### Cell placement

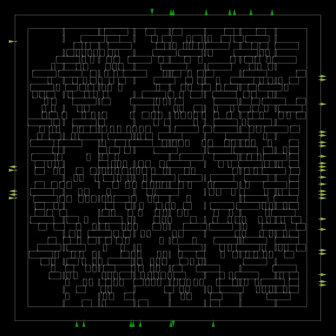
### Cell sizes after repair

Scale: 3 px per µm.
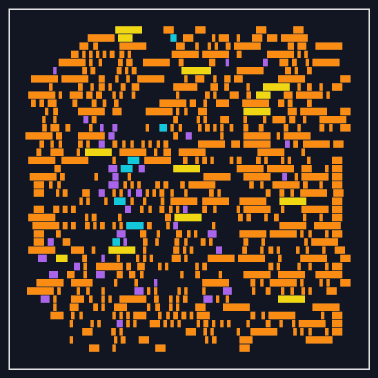
### Where the registers sit

Scale: 3 px per µm. Other sequential cells in the stronger gray, the rest of the logic in the fainter gray.
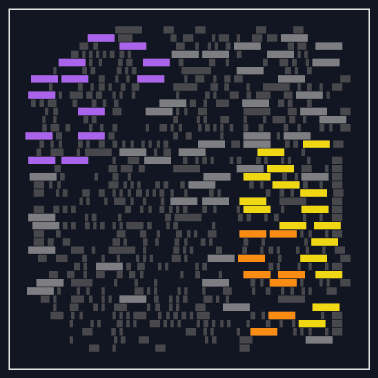
**config.mk**
```make
export PLATFORM = sky130hd
export DESIGN_NAME = prom_frame_loader
export DESIGN_NICKNAME = d
export VERILOG_FILES = /design/src/rtl/prom_frame_loader.sv
export SDC_FILE = /design/constraint.sdc
export NUM_CORES = 1
export LEC_CHECK = 0
export ABC_AREA = 1
export CELL_PAD_IN_SITES_DETAIL_PLACEMENT = 1
export CELL_PAD_IN_SITES_GLOBAL_PLACEMENT = 2
export CORE_MARGIN = 5
export CORE_UTILIZATION = 34
export DETAILED_ROUTE_END_ITERATION = 10
export GPL_TIMING_DRIVEN = 0
export PLACE_DENSITY_LB_ADDON = 0.1
export SYNTH_ARGS = -nofsm -noshare
export SYNTH_HDL_FRONTEND = slang
export SYNTH_SLANG_ARGS = --single-unit
```
**constraint.sdc**
```tcl
create_clock -name clk -period 3.75 [get_ports clk]
set_input_delay 0.9375 -clock clk [delete_from_list [all_inputs] [get_ports clk]]
set_output_delay 0.9375 -clock clk [all_outputs]
set_load 0.05 [all_outputs]
```
**src/rtl/prom_frame_loader.sv**
```systemverilog
// Framed PROM loader: accepts 0xA5, N, N little-endian words and a checksum
// byte from the UART receiver, writing each word to the instruction PROM.
module prom_frame_loader #(
    parameter int unsigned ROM_WORDS      = 42,
    parameter int unsigned TIMEOUT_CYCLES = 6250
) (
    input  logic                           clk,
    input  logic                           reset,
    input  logic [7:0]                     rx_data_i,
    input  logic                           rx_ready_i,
    output logic                           rx_ack_o,
    output logic                           prom_we_o,
    output logic [$clog2(ROM_WORDS)-1:0]   prom_addr_o,
    output logic [15:0]                    prom_data_o,
    output logic                           done_o,
    output logic                           error_o,
    output logic [1:0]                     error_code_o,
    output logic [$clog2(ROM_WORDS+1)-1:0] words_loaded_o
);

    localparam int unsigned AW = $clog2(ROM_WORDS);
    localparam int unsigned CW = $clog2(ROM_WORDS + 1);
    localparam int unsigned TW = $clog2(TIMEOUT_CYCLES);
    localparam logic [TW-1:0] IDLE_LAST = TW'(TIMEOUT_CYCLES - 1);

    typedef enum logic [2:0] {
        SYNC  = 3'd0,
        COUNT = 3'd1,
        LOW   = 3'd2,
        HIGH  = 3'd3,
        WRITE = 3'd4,
        CHECK = 3'd5
    } state_t;

    state_t          state;
    logic [AW-1:0]   addr;
    logic [CW-1:0]   n_words;
    logic [7:0]      sum;
    logic [7:0]      data_lo;
    logic [TW-1:0]   idle_cnt;

    logic            accept;
    logic [7:0]      sum_next;
    logic [CW-1:0]   wl_next;
    logic            waiting;

    // Handshake, running checksum and word-count helpers
    always_comb begin
        rx_ack_o = (state != WRITE);
        accept   = rx_ready_i && rx_ack_o;
        sum_next = sum + rx_data_i;
        wl_next  = words_loaded_o + 1'b1;
        waiting  = (state == COUNT) || (state == LOW) ||
                   (state == HIGH)  || (state == CHECK);
    end

    // Frame parser, PROM write strobe, status and idle timeout
    always_ff @(posedge clk or posedge reset) begin
        if (reset) begin
            state          <= SYNC;
            addr           <= '0;
            n_words        <= '0;
            sum            <= '0;
            data_lo        <= '0;
            idle_cnt       <= '0;
            prom_we_o      <= 1'b0;
            prom_addr_o    <= '0;
            prom_data_o    <= '0;
            done_o         <= 1'b0;
            error_o        <= 1'b0;
            error_code_o   <= '0;
            words_loaded_o <= '0;
        end else begin
            prom_we_o <= 1'b0;
            if (accept) begin
                idle_cnt <= '0;
            end
            case (state)
                SYNC: begin
                    idle_cnt <= '0;
                    if (accept && rx_data_i == 8'hA5) begin
                        done_o         <= 1'b0;
                        error_o        <= 1'b0;
                        error_code_o   <= 2'd0;
                        words_loaded_o <= '0;
                        sum            <= '0;
                        addr           <= '0;
                        state          <= COUNT;
                    end
                end
                COUNT: begin
                    if (accept) begin
                        if (rx_data_i == 8'h00 || 32'(rx_data_i) > ROM_WORDS) begin
                            error_o      <= 1'b1;
                            error_code_o <= 2'd1;
                            state        <= SYNC;
                        end else begin
                            n_words <= CW'(rx_data_i);
                            sum     <= rx_data_i;
                            state   <= LOW;
                        end
                    end
                end
                LOW: begin
                    if (accept) begin
                        data_lo <= rx_data_i;
                        sum     <= sum_next;
                        state   <= HIGH;
                    end
                end
                HIGH: begin
                    // The strobe, address and data are launched together so the
                    // write is visible for exactly the one WRITE cycle.
                    if (accept) begin
                        sum         <= sum_next;
                        prom_data_o <= {rx_data_i, data_lo};
                        prom_addr_o <= addr;
                        prom_we_o   <= 1'b1;
                        state       <= WRITE;
                    end
                end
                WRITE: begin
                    addr           <= addr + 1'b1;
                    words_loaded_o <= wl_next;
                    state          <= (wl_next == n_words) ? CHECK : LOW;
                end
                CHECK: begin
                    if (accept) begin
                        if (sum_next == 8'h00) begin
                            done_o <= 1'b1;
                        end else begin
                            error_o      <= 1'b1;
                            error_code_o <= 2'd2;
                        end
                        state <= SYNC;
                    end
                end
                default: state <= SYNC;
            endcase
            // An accepted byte always wins over expiry on the same edge.
            if (waiting && !accept) begin
                if (idle_cnt == IDLE_LAST) begin
                    idle_cnt     <= '0;
                    error_o      <= 1'b1;
                    error_code_o <= 2'd3;
                    state        <= SYNC;
                end else begin
                    idle_cnt <= idle_cnt + 1'b1;
                end
            end
        end
    end

endmodule

```
==> results_dict.tcl <==
# implementation run metrics
set metrics [dict create \
    result_of_the_run "complete, no violations" \
    top_cell "sky130_fd_sc_hd__nand2_1" \
    grtUsageTotal_pct 16.1 \
    power_per_cell_area_mw_per_mm2 608 \
    cts_resized 0 \
    yosys_area_mm2 0.00408 \
    synthFlopType "sky130_fd_sc_hd__dfrtp_1" \
    cp-startpoint "state[2]" \
    p_clk_share_pct 26.8 \
    setup-violations-final 0 \
    post-place-ws_ns 0.335 \
    power.internal_mw 1.86 \
    critical_path.max_fanout 10 \
    tool_warnings 27 \
    clock_insertion_delay_worst_skew_ns 0.34 \
    die_width_um 119 \
    floorplan.initialDensity_pct 34.4 \
    n_antenna_cell 0 \
    grt_antenna_before_repair 0 \
    fin_ws_ns 0.531 \
    clkTransAtPathRegs_ns 0.06 \
    routed-via-count 3461 \
    synthesis.area_per_instance_um2 8.14 \
    finalClockSkew_ns 0.00446 \
    drt_pre_antenna_iters 4 \
]
-- 'Cell placement' (at the start) --
Seq area share: 38.5%
core footprint: 0.0119 mm²
placement row count: 40
share of the core filled with cells in the final layout: 42.2%
Tapcell Cnt: 147

-- 'Cell sizes after repair' (at the start) --
_2 cells: marked purple, cells 37, share 6.6%. _3 and _4 cells: marked cyan, cells 7, share 1.2%. _6 and larger: marked yellow, cells 13, share 2.3%. _0 and _1 cells: marked orange, cells 505, share 90%.

-- 'Where the registers sit' (at the start) --
prom_data_o: marked yellow, sequential cells 16. idle_cnt: marked purple, sequential cells 13, where top left. data_lo: marked orange, sequential cells 8, where bottom right.
Another 40 sequential cells are not colored.
flip-flop and latch area: 0.00193 mm²
power consumed by sequential cells: 1.09 mW

==> power groups by stage <==
stage               combinational, mW  sequential [mW]  clock [mW]
finish                           1.15             1.09       0.816
CTS                              1.17             1.09       0.846
global placement                 1.13             1.10           0
floorplan                       0.727             1.21           0
global route                     1.29             1.11       0.884
detailed placement               1.16             1.10           0
==> sequential cells by signal, summed over array words and instances, names as in the netlist, 6 cells and up <==
signal / cells
words_loaded_o: 6
sum: 8
addr: 6
n_words: 6
idle_cnt: 13
prom_data_o: 16
data_lo: 8
prom_addr_o: 6
==> kinds of logic (layout without fill, tap and decap cells) <==
logic type,Yosys count,count (layout),share of synthesized area (%)
xor gates and xnor gates,15,15,3.56
buffers and inverters,75,136,7.31
DFF,77,77,47.3
adders and majority gates,12,12,3.87
AOI/OAI and AO/OA,89,89,12.7
and+or+nand+nor,233,233,25.3
==> worst max-delay path, cell delays in order (launching register included) <==
cell and delay [ns]:
sky130_fd_sc_hd__dfrtp_1 0.36, sky130_fd_sc_hd__buf_4 0.18, sky130_fd_sc_hd__nand2_4 0.10, sky130_fd_sc_hd__clkbuf_1 0.39, sky130_fd_sc_hd__clkdlybuf4s50_1 0.90
==> routing by layer <==
metal / part of all wire [%] / vias to the layer above / GRT usage (%)
met2: 47 / 37 / 26.0
met5: 0 / - / 0
met4: 1.5 / 0 / 5.94
met3: 2.6 / 11 / 3.16
met1: 49 / 1673 / 21.5
li1: - / 1740 / -
==> through the flow <==
| stage | instance area (µm²) | hold WS [ns] | instances | setup TNS, ns |
|---|---|---|---|---|
| after floorplan | 4080 | 0.433 | 501 | 0 |
| after global placement | 4700 | 0.455 | 692 | -46.05 |
| after detailed placement | 4730 | 0.463 | 693 | 0 |
| after CTS | 5010 | 0.472 | 709 | 0 |
| after global routing | 5010 | 0.492 | 709 | 0 |
| final | 5010 | 0.467 | 709 | 0 |
==> final timing paths <==
path / end / slack, ns / cells past startpoint
setup / recovery: rx_ack_o / 0.53 / 4
hold / removal: idle_cnt[12] / 0.47 / 1
setup reg to reg: error_code_o[0] / 1.54 / 12
hold reg to reg: idle_cnt[12] / 0.47 / 1
max in group asynchronous: sum[3] / 2.31 / 3
min in group asynchronous: idle_cnt[5] / 0.87 / 2
==> placed cells by master, fill, tap and decap left out, drive strengths merged, types with 2 or more instances in the layout <==
cell,netlist,routed
nor2,38,38
a21oi,17,17
o22ai,9,9
nand3b,2,2
ha,11,11
nand4,7,7
buf,6,7
xnor2,4,4
nor3,8,8
clkdlybuf4s50,0,44
xor2,10,10
inv,65,65
nand3,30,30
o32ai,2,2
o21ai,54,54
or2,2,2
o21bai,2,2
clkbuf,3,15
dfrtp,77,77
clkinv,1,4
nor4,4,4
nand2,141,141
a22oi,2,2
==> area by class of cell <==
type | count | area, µm²
timing repair buffer | 45 | 468
tap | 147 | 184
fill | 1449 | 6850
buffer | 9 | 50.0
sequential | 77 | 1930
inverter | 66 | 250
clock inverter | 4 | 22.5
clock buffer | 12 | 256
multi-input combinational | 349 | 1850
No activity file was given, so power comes from the tool's default toggle rates.
